[src/rtl/if_pkg.sv]
// Shared constants and fetch state type for the instruction fetch stage.
package if_pkg;

    localparam logic [5:0]  OP_BEQ           = 6'b000100;
    localparam logic [5:0]  OP_BNE           = 6'b000101;
    localparam logic [31:0] NOP_WORD         = 32'h0000_0000;
    localparam logic [31:0] DEFAULT_RESET_PC = 32'h0000_0000;

    typedef enum logic {
        ST_WAIT  = 1'b0,
        ST_READY = 1'b1
    } fetch_state_t;

endpackage

[src/rtl/if_static_predictor.sv]
// Static backward-taken predictor: beq/bne with a negative displacement is
// predicted taken; target = pc + 4 + (sext(imm16) << 2).
module if_static_predictor
    import if_pkg::*;
(
    input  logic [31:0] instr,
    input  logic [31:0] pc,
    output logic        taken,
    output logic [31:0] target
);

    logic [5:0]         opcode;
    logic signed [31:0] offset;
    logic [9:0]         unused_reg_fields;

    assign opcode            = instr[31:26];
    assign unused_reg_fields = instr[25:16];
    assign offset            = {{14{instr[15]}}, instr[15:0], 2'b00};

    assign taken  = ((opcode == OP_BEQ) || (opcode == OP_BNE)) && (offset < 0);
    assign target = pc + 32'd4 + $unsigned(offset);

endmodule

[src/rtl/if_stage.sv]
// Instruction fetch stage with wait-state memory timing and IF/ID register.
// Optional static branch prediction enabled by defining IF_STATIC_PREDICT_EN.
module if_stage
    import if_pkg::*;
#(
    parameter logic [31:0] RESET_PC = DEFAULT_RESET_PC,
    parameter int unsigned MEM_WAIT = 1
) (
    input  logic        clk,
    input  logic        reset,
    output logic [31:0] imem_addr,
    input  logic [31:0] imem_instr,
    input  logic        stall,
    input  logic        redirect_valid,
    input  logic [31:0] redirect_pc,
    output logic [31:0] ifid_instr,
    output logic [31:0] ifid_pc4,
    output logic        ifid_valid,
    output logic        ifid_pred_taken
);

    localparam logic [3:0] CNT_LAST = 4'(MEM_WAIT - 1);

    fetch_state_t state, state_nx;
    logic [3:0]   cnt, cnt_nx;
    logic [31:0]  pc, pc_nx;
    logic [31:0]  instr_nx, pc4_nx;
    logic         valid_nx, pred_nx;
    logic [31:0]  pc_plus4, next_pc;
    logic         pred_taken;
    logic [1:0]   unused_redirect_lsb;

    assign imem_addr           = pc;
    assign pc_plus4            = pc + 32'd4;
    assign unused_redirect_lsb = redirect_pc[1:0];

`ifdef IF_STATIC_PREDICT_EN
    logic [31:0] pred_target;

    if_static_predictor u_pred (
        .instr  (imem_instr),
        .pc     (pc),
        .taken  (pred_taken),
        .target (pred_target)
    );

    assign next_pc = pred_taken ? pred_target : pc_plus4;
`else
    assign pred_taken = 1'b0;
    assign next_pc    = pc_plus4;
`endif

    // Redirect beats stall, stall beats everything else.
    always_comb begin
        state_nx = state;
        cnt_nx   = cnt;
        pc_nx    = pc;
        instr_nx = ifid_instr;
        pc4_nx   = ifid_pc4;
        valid_nx = ifid_valid;
        pred_nx  = ifid_pred_taken;

        if (redirect_valid) begin
            pc_nx    = {redirect_pc[31:2], 2'b00};
            cnt_nx   = 4'd0;
            state_nx = ST_WAIT;
            instr_nx = NOP_WORD;
            valid_nx = 1'b0;
            pred_nx  = 1'b0;
        end else if (!stall) begin
            case (state)
                ST_WAIT: begin
                    instr_nx = NOP_WORD;
                    valid_nx = 1'b0;
                    pred_nx  = 1'b0;
                    if (cnt == CNT_LAST) begin
                        state_nx = ST_READY;
                    end else begin
                        cnt_nx = cnt + 4'd1;
                    end
                end
                ST_READY: begin
                    instr_nx = imem_instr;
                    pc4_nx   = pc_plus4;
                    valid_nx = 1'b1;
                    pred_nx  = pred_taken;
                    pc_nx    = next_pc;
                    cnt_nx   = 4'd0;
                    state_nx = ST_WAIT;
                end
                default: state_nx = ST_WAIT;
            endcase
        end
    end

    // Fetch state and IF/ID register boundary.
    always_ff @(posedge clk or posedge reset) begin
        if (reset) begin
            state           <= ST_WAIT;
            cnt             <= 4'd0;
            pc              <= RESET_PC;
            ifid_instr      <= NOP_WORD;
            ifid_pc4        <= 32'd0;
            ifid_valid      <= 1'b0;
            ifid_pred_taken <= 1'b0;
        end else begin
            state           <= state_nx;
            cnt             <= cnt_nx;
            pc              <= pc_nx;
            ifid_instr      <= instr_nx;
            ifid_pc4        <= pc4_nx;
            ifid_valid      <= valid_nx;
            ifid_pred_taken <= pred_nx;
        end
    end

endmodule

[config.mk]
export PLATFORM = sky130hd
export DESIGN_NAME = if_stage
export DESIGN_NICKNAME = d
export VERILOG_FILES = /design/src/rtl/if_pkg.sv /design/src/rtl/if_static_predictor.sv /design/src/rtl/if_stage.sv
export SDC_FILE = /design/constraint.sdc
export NUM_CORES = 1
export LEC_CHECK = 0
export CORE_MARGIN = 2
export CORE_UTILIZATION = 41
export CTS_CLUSTER_DIAMETER = 50
export DETAILED_ROUTE_END_ITERATION = 10
export MAX_ROUTING_LAYER = met4
export PLACE_DENSITY = 0.77
export SYNTH_ARGS = -nofsm -noshare
export SYNTH_HDL_FRONTEND = slang
export SYNTH_SLANG_ARGS = --single-unit
[constraint.sdc]
create_clock -name clk -period 2.6 [get_ports clk]
set_input_delay 0.26 -clock clk [delete_from_list [all_inputs] [get_ports clk]]
set_output_delay 0.26 -clock clk [all_outputs]
set_load 0.1 [all_outputs]
==> results.cfg <==
; synthesis and place-and-route metrics
[route]
drt-pass1-iter-count = 4
drt_iter0_markers = 193
drc = 0
wirelength_um = 12100
drt-met1-wl_um = 5270
ant_nets = 0
dr_wl_met2_um = 6150

[logic_synthesis]
ys.flops = 98
synthTopCellsByArea = dfrtp_1 52%, xor2_1 7.8%, a22o_1 5.9%, nand2_1 3.7%, nor2_1 3.4%
ys_area_mm2 = 0.00472
ys_sh_xor = 0.106
ys_warn_count = 0
top_area_frac = 0.519
adder_share = 0.00795
yosys_cells = 465
top_area_cell = dfrtp_1
ys_seq_share = 0.519
synth.top_cells.by_count = 98 x dfrtp_1, 46 x nand2_1, 43 x nor2_1, 42 x xor2_1
synth-async-reset-ratio = 1.00
flop_cell = dfrtp_1
topCombFamilyByArea = simple AND/OR/NAND/NOR gates

[worst_setup_path]
worstRegToRegCells = 6
crit_end = imem_addr[16]
endpoint_kind = flop
r2r_start = imem_addr[2]
cp.arrival_ps = 2290
timing.rr.end = imem_addr[16]
cp.required_ps = 2860
crit_start = imem_addr[2]
worstPathMaxFanout = 7

[finish]
dominant_cells = sequential cells
logic_gates = 329
n_antenna_cell = 1
clk_share = 0.0457
finalNetCount = 683
instances_no_fill = 761
layout.cells.most_common = buf_4
final_cell_mix = 102 x buf_4, 98 x dfrtp_1, 64 x clkdlybuf4s50_1
ff_count = 98
largest_reg_flops = 32
nNonClkBuffers = 169

[status]
outcome = finished clean

[timing]
setup_viol = 0
fin_worst_skew_ps = 9.04
fin_crit_sh = 0.779
rsz0062_at_grt = false
slew_viol_final = 0
hold_viol = 0

[grt]
busiest_layer = met2
track_usage = 0.206
grt_use_met2 = 0.331
met1_usage = 0.271
grt_pass1_wl_um = 20100
grt_overflow = 0
met3_usage = 0.0392

[cts]
clock-root-buffer = clkbuf_16
cts_hold_buffers = 0
post_cts_buffers = 0
ctsResizeCount = 0
insertion_delay_ps = 350
clkTransAtPathRegs_ps = 70

[pwr]
powerDensity_mw_per_mm2 = 847
combPwrFrac = 0.412
leakage_nw = 2.87
p_sw_frac = 0.463
switchingPower_mw = 2.55
p_clk_frac = 0.242
seq_power_share = 0.346

[floorplan]
fp-utilization = 0.417
n_tap_cell = 143
rows = 39

[placement]
place_ws_ps = 353
numPortBuffers = 158
gp_congestion = 0.813
dp_cells = 744

[worst_hold_path]
hold_start = redirect_valid
worstHoldPathCells = 3

[run]
cap_violations = 0
stage by stage:
step / power [mW] / util / hold WS (ps) / area, um^2
after floorplan: 3.65 / - / 381 / 4740
final: 5.50 / 0.573 / 398 / 6490
after detailed placement: 4.20 / 0.547 / 469 / 6190
after global placement: 4.18 / 0.547 / 464 / 6190
after global routing: 5.71 / 0.573 / 429 / 6490
after CTS: 5.54 / 0.573 / 391 / 6490
power groups by stage:
stage	Clock [mW]	Combinational [mW]	Sequential [mW]
after floorplan	0	0.361	3.29
after global placement	0	2.26	1.92
after detailed placement	0	2.27	1.93
after CTS	1.36	2.28	1.90
after global routing	1.44	2.34	1.93
final	1.33	2.26	1.90
worst max-delay path: stages, from the launching register on:
cell	delay, ps
dfrtp_1	550
ha_1	320
nand3_4	160
nor4_4	420
nand3_1	170
xor2_1	170
o21ai_0	150
### Power grid

The bar under the picture is 20 um long. Pins as bars on the die edge. Tap cells in grey.
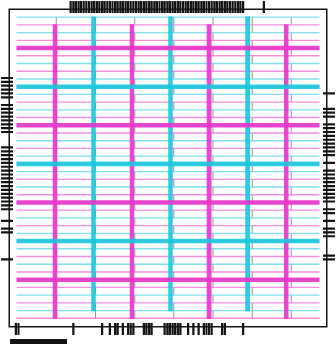
legend:
  magenta:
    net: VSS
  cyan:
    net: VDD
tap cells: 143
rows: 39
die height: 111 um
Peak VDD IR: 570 uV
core area: 0.0113 mm^2
Die W: 111 um

### Cell classes on the final placement

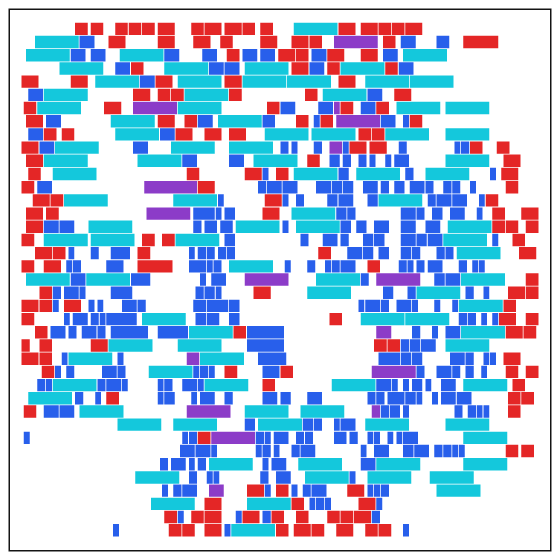
legend:
  blue:
    class: remaining logic cells
    cells: 334
  red:
    class: remaining buffers and delay cells
    cells: 169
  purple:
    class: clock drivers and dummy loads
    cells: 16
  cyan:
    class: sequential cells
    cells: 98

### Routed clock nets over the placement

The bar under the picture is 20 um long.
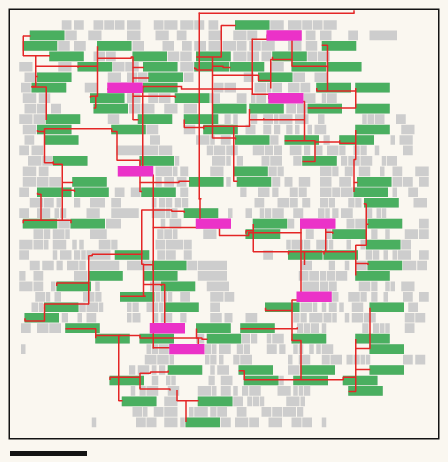
legend:
  green:
    item: flip-flops
    count: 98
  red:
    item: clock wires
    length: 1220 um
  magenta:
    item: clock-net drivers
    count: 9
flops lie: all over the die

### Metal layers overlaid

The bar under the picture is 20 um long. Two of the layers only.
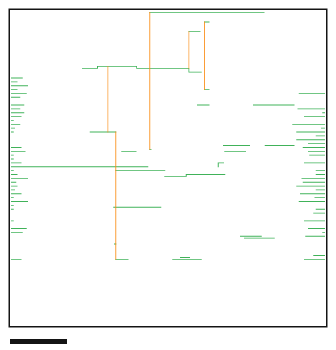
legend:
  orange:
    layer: M4
    wire_length: 153 um
  green:
    layer: M3
    wire_length: 575 um
Routed WL per cell: 16.0 um
via count: 3938

No activity file was given, so power comes from the tool's default toggle rates.
